--- config.mk ---
export PLATFORM = sky130hd
export DESIGN_NAME = sprite_compositor
export DESIGN_NICKNAME = d
export VERILOG_FILES = /design/src/rtl/sprite_compositor.sv
export SDC_FILE = /design/constraint.sdc
export NUM_CORES = 2
export LEC_CHECK = 0
export CAP_MARGIN = 30
export CORE_MARGIN = 5
export CORE_UTILIZATION = 39
export CTS_CLUSTER_DIAMETER = 80
export CTS_CLUSTER_SIZE = 8
export DETAILED_ROUTE_END_ITERATION = 8
export DONT_BUFFER_PORTS = 1
export PLACE_DENSITY = 0.62
export REMOVE_ABC_BUFFERS = 1
export SLEW_MARGIN = 10
export SYNTH_ARGS = -nofsm -noshare
export SYNTH_HDL_FRONTEND = slang
export SYNTH_SLANG_ARGS = --single-unit
--- constraint.sdc ---
create_clock -name clk -period 6.5 [get_ports clk]
set_input_delay 1.625 -clock clk [delete_from_list [all_inputs] [get_ports clk]]
set_output_delay 1.625 -clock clk [all_outputs]
set_load 0.005 [all_outputs]
--- src/rtl/sprite_compositor.sv ---
// Sprite layering engine: double-buffered sprite table, per-sprite ROM addressing,
// colour-key transparency, priority merge over background, and sprite-0 collisions.
module sprite_compositor #(
  parameter int          NUM_SPR = 8,
  parameter int          XW      = 10,
  parameter int          YW      = 9,
  parameter int          ADDR_W  = 14,
  parameter int          ROM_LAT = 1,
  parameter logic [11:0] KEY     = 12'h428
) (
  input  logic                      clk,
  input  logic                      rstn,
  input  logic                      frame_start,
  input  logic                      pix_valid_in,
  input  logic [XW-1:0]             col,
  input  logic [YW-1:0]             row,
  input  logic                      wr_en,
  input  logic [3:0]                wr_idx,
  input  logic [XW-1:0]             wr_x,
  input  logic [YW-1:0]             wr_y,
  input  logic [5:0]                wr_w,
  input  logic [5:0]                wr_h,
  input  logic                      wr_vis,
  output logic [NUM_SPR*ADDR_W-1:0] spr_addr,
  input  logic [NUM_SPR*12-1:0]     spr_data,
  input  logic [11:0]               bg_in,
  output logic [11:0]               pix_out,
  output logic                      pix_valid_out,
  output logic [NUM_SPR-1:0]        coll_flags
);

  // Stream semantics: valid-only, no backpressure. A pixel exists in a stage exactly
  // when that stage's valid bit is 1; every stage advances on every clock.

  logic [XW-1:0] sh_x   [NUM_SPR];
  logic [YW-1:0] sh_y   [NUM_SPR];
  logic [5:0]    sh_w   [NUM_SPR];
  logic [5:0]    sh_h   [NUM_SPR];
  logic          sh_vis [NUM_SPR];
  logic [XW-1:0] act_x  [NUM_SPR];
  logic [YW-1:0] act_y  [NUM_SPR];
  logic [5:0]    act_w  [NUM_SPR];
  logic [5:0]    act_h  [NUM_SPR];
  logic          act_vis[NUM_SPR];

  logic [NUM_SPR-1:0] wr_sel;

  always_comb begin
    wr_sel = '0;
    for (int i = 0; i < NUM_SPR; i++) begin
      wr_sel[i] = wr_en && (wr_idx == 4'(i));
    end
  end

  // A write landing on the commit edge goes straight through to the active table.
  always_ff @(posedge clk or negedge rstn) begin
    if (!rstn) begin
      for (int i = 0; i < NUM_SPR; i++) begin
        sh_x[i]   <= '0;
        sh_y[i]   <= '0;
        sh_w[i]   <= '0;
        sh_h[i]   <= '0;
        sh_vis[i] <= 1'b0;
        act_x[i]   <= '0;
        act_y[i]   <= '0;
        act_w[i]   <= '0;
        act_h[i]   <= '0;
        act_vis[i] <= 1'b0;
      end
    end else begin
      for (int i = 0; i < NUM_SPR; i++) begin
        if (wr_sel[i]) begin
          sh_x[i]   <= wr_x;
          sh_y[i]   <= wr_y;
          sh_w[i]   <= wr_w;
          sh_h[i]   <= wr_h;
          sh_vis[i] <= wr_vis;
        end
        if (frame_start) begin
          act_x[i]   <= wr_sel[i] ? wr_x   : sh_x[i];
          act_y[i]   <= wr_sel[i] ? wr_y   : sh_y[i];
          act_w[i]   <= wr_sel[i] ? wr_w   : sh_w[i];
          act_h[i]   <= wr_sel[i] ? wr_h   : sh_h[i];
          act_vis[i] <= wr_sel[i] ? wr_vis : sh_vis[i];
        end
      end
    end
  end

  logic [NUM_SPR-1:0]        hit_n;
  logic [NUM_SPR*ADDR_W-1:0] addr_n;

  // Right/bottom edges are one bit wider than the screen so a sprite hanging off
  // the edge never wraps back to column/row 0.
  for (genvar g = 0; g < NUM_SPR; g++) begin : g_chan
    logic [XW:0]   x_end;
    logic [YW:0]   y_end;
    logic [XW-1:0] rel_c;
    logic [YW-1:0] rel_r;

    assign x_end = {1'b0, act_x[g]} + (XW+1)'(act_w[g]);
    assign y_end = {1'b0, act_y[g]} + (YW+1)'(act_h[g]);
    assign rel_c = col - act_x[g];
    assign rel_r = row - act_y[g];
    assign hit_n[g] = act_vis[g] && (act_w[g] != 6'd0) && (act_h[g] != 6'd0) &&
                      (col >= act_x[g]) && ({1'b0, col} < x_end) &&
                      (row >= act_y[g]) && ({1'b0, row} < y_end);
    assign addr_n[g*ADDR_W +: ADDR_W] =
      hit_n[g] ? (ADDR_W'(rel_r) * ADDR_W'(act_w[g]) + ADDR_W'(rel_c)) : '0;
  end

  logic [NUM_SPR-1:0] s1_hit;
  logic               s1_valid;
  logic [NUM_SPR-1:0] dly_hit  [ROM_LAT];
  logic               dly_valid[ROM_LAT];

  always_ff @(posedge clk or negedge rstn) begin
    if (!rstn) begin
      s1_hit   <= '0;
      s1_valid <= 1'b0;
      spr_addr <= '0;
      for (int k = 0; k < ROM_LAT; k++) begin
        dly_hit[k]   <= '0;
        dly_valid[k] <= 1'b0;
      end
    end else begin
      s1_hit       <= hit_n;
      s1_valid     <= pix_valid_in;
      spr_addr     <= addr_n;
      dly_hit[0]   <= s1_hit;
      dly_valid[0] <= s1_valid;
      for (int k = 1; k < ROM_LAT; k++) begin
        dly_hit[k]   <= dly_hit[k-1];
        dly_valid[k] <= dly_valid[k-1];
      end
    end
  end

  logic [NUM_SPR-1:0] m_hit;
  logic               m_valid;
  logic [NUM_SPR-1:0] opaque;
  logic [11:0]        mix;
  logic [NUM_SPR-1:0] coll_hit;
  logic [NUM_SPR-1:0] coll_acc;

  assign m_hit   = dly_hit[ROM_LAT-1];
  assign m_valid = dly_valid[ROM_LAT-1];

  for (genvar g = 0; g < NUM_SPR; g++) begin : g_key
    assign opaque[g] = m_hit[g] && (spr_data[g*12 +: 12] != KEY);
  end

  // Ascending scan: the highest-index opaque sprite wins.
  always_comb begin
    mix = bg_in;
    for (int i = 0; i < NUM_SPR; i++) begin
      if (opaque[i]) mix = spr_data[i*12 +: 12];
    end
  end

  assign coll_hit = (m_valid && opaque[0]) ? {opaque[NUM_SPR-1:1], 1'b0} : '0;

  always_ff @(posedge clk or negedge rstn) begin
    if (!rstn) begin
      pix_out       <= '0;
      pix_valid_out <= 1'b0;
      coll_acc      <= '0;
      coll_flags    <= '0;
    end else begin
      pix_valid_out <= m_valid;
      if (m_valid) pix_out <= mix;
      if (frame_start) begin
        coll_flags <= coll_acc;
        coll_acc   <= coll_hit;
      end else begin
        coll_acc <= coll_acc | coll_hit;
      end
    end
  end

endmodule

**Placement density heat map**

The die is cut into 38 by 38 equal tiles; white is low, dark blue is high, 0 to 100% covered.
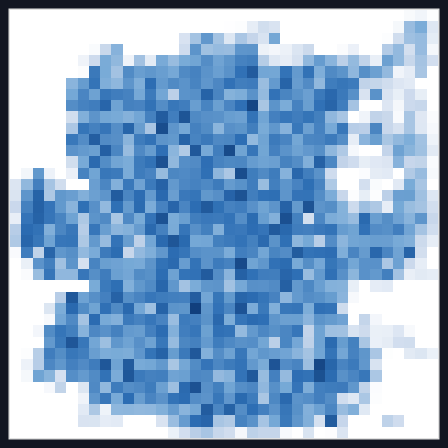
fullest tile: 94%
mean over tiles: 41%
tiles over 75% full: 7.4%
emptiest ninth of the die: top left
nearly empty tiles: 23%
post-layout util: 44.9%
Core Footprint: 0.137 sq mm
FP Util: 39.2%

**Wiring by layer**

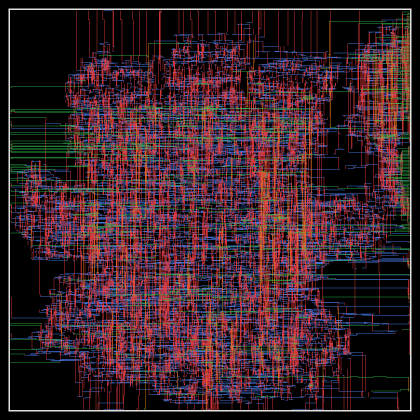
| color | layer | wire length |
|---|---|---|
| blue | M1 | 67.1 mm |
| green | M3 | 12200 um |
| orange | M4 | 5020 um |
| red | M2 | 74.8 mm |
Total Routing Usage GR: 21.6%
Routed WL: 159000 um
drt wl/cell: 21.4 um

stage by stage:
stage          std cells  worst slack, ns
6_report            7431            0.142
5_1_grt             7418          -0.0480
4_1_cts             7401          0.00306
3_5_place_dp        7278           -0.810
3_3_place_gp        7278           -0.720
2_1_floorplan       5129           -0.520
cells in the final DEF (no fill, tap or decap), types with 116 or more instances in the layout:
cell / n
fa_1: 307
o21ai_0: 306
dfrtp_1: 669
xnor2_1: 196
inv_1: 462
nand2_1: 311
ha_1: 609
buf_4: 362
nor2_1: 187
nor2b_1: 116
a21oi_1: 203
and2_1: 336
mux2_2: 376
logic make-up after synthesis:
group | Yosys count | synth area share, %
muxes | 399 | 8.30
DFF | 669 | 31.1
buffers and inverters | 607 | 4.25
other | 1 | 0.00696
xor gates and xnor gates | 295 | 4.82
and+or+nand+nor | 1358 | 13.5
adders and majority gates | 936 | 26.1
AOI/OAI and AO/OA | 1005 | 11.9
area by class of cell:
cell class                 instances  share of cell area (%)
clock buffer                     107                    4.19
inverter                         466                    2.85
antenna                           20                  0.0812
multi-input combinational       3994                    57.2
sequential                       669                    27.2
timing repair buffer             365                    4.49
tap                             1794                    3.64
clock inverter                    16                   0.345
final timing paths:
path	startpoint	endpoint	slack, ns	depth (start not counted)
max	row[0]	spr_addr[27]$_DFF_PN0_	0.14	27
max reg2reg	act_y[46]$_DFFE_PN0P_	spr_addr[41]$_DFF_PN0_	0.64	21
min	s1_hit[2]$_DFF_PN0_	dly_hit[2]$_DFF_PN0_	0.35	0
min in group asynchronous	rstn	spr_addr[18]$_DFF_PN0_	0.64	0
min reg2reg	s1_hit[2]$_DFF_PN0_	dly_hit[2]$_DFF_PN0_	0.35	0
max in group asynchronous	rstn	spr_addr[95]$_DFF_PN0_	3.99	0
flip-flops by register name, summed over array words and instances (netlist names), 8 cells and up:
name,flops
sh_w,48
spr_addr,112
sh_h,48
sh_x,80
act_vis,8
act_y,72
s1_hit,8
act_x,80
sh_vis,8
act_w,48
pix_out,12
dly_hit,8
act_h,48
sh_y,72
synthesized netlist by cell type (8+ instances only):
library cell	n
nor4b_1	15
nand4_1	31
o31a_1	9
a21o_1	107
nand2_1	311
or4_1	19
xor2_1	91
and3_1	19
nor2_1	189
a221oi_1	8
a21boi_0	14
nor4_1	23
o311ai_0	8
mux2i_1	16
or4b_2	8
nor3_1	82
o221ai_1	15
a211oi_1	37
o2111ai_1	15
o21bai_1	40
nor2b_1	121
xnor2_1	203
ha_1	624
o31ai_1	15
or2_2	10
and4_1	9
dfrtp_1	669
o22ai_1	9
mux2_2	376
nand3_1	41
nor3b_1	14
nand2b_1	89
o21a_1	41
and2_1	344
o21ai_0	325
or3_1	10
buf_1	10
a31oi_1	31
fa_1	312
o41ai_1	9
a21oi_1	217
clkbuf_1	123
o211ai_1	22
inv_1	466
==> results.ini <==
[status]
status = finished, violations left
violations = max-slew violations

[critical_path]
crit_slowest_cell = fa_1
path_delay_family = adder cells
path_buffers = 8
slowest_delay_ns = 0.54
cp_max_fo = 8
critPathMostFrequentCell = fa_1
required_ns = 7.12

[route]
vias = 40600
dr_wl_met3_um = 12200
wl_met1_um = 67100
dr.pass1.iters = 5
ant_nets = 0
drt_iter0_markers = 2644

[grt]
grt_pass1_wl_um = 246000
grt_pass1_vias = 41400
grt_max_degree = 670
grtUsageMet1_pct = 27.7

[run]
cap_violations = 0

[clock_network]
cts_root_buf = clkbuf_16
cts_htree_levels = 3
cts_setup_buffers = 0

[final_timing]
slew_viol_final = 601
hold_viol = 0
slew-limit-headroom_pct = -57.7

[floorplanning]
die_h_um = 382
ios = 301

[yosys]
synthesis.area_sq_mm = 0.0539
synth_async_sr_flop_share_pct = 100
flop_cell = dfrtp_1
ys_seq_elements = 669
top_area_share_pct = 31.1
synth_cell_types = 86
edf_count = 0
yosys_warnings = 0

[cells_and_area]
logic_area_sq_mm = 0.0353
fillers = 13000
syn_to_final_growth_pct = 14.4

[placement]
port_buffers = 0
gp_congestion = 0.928

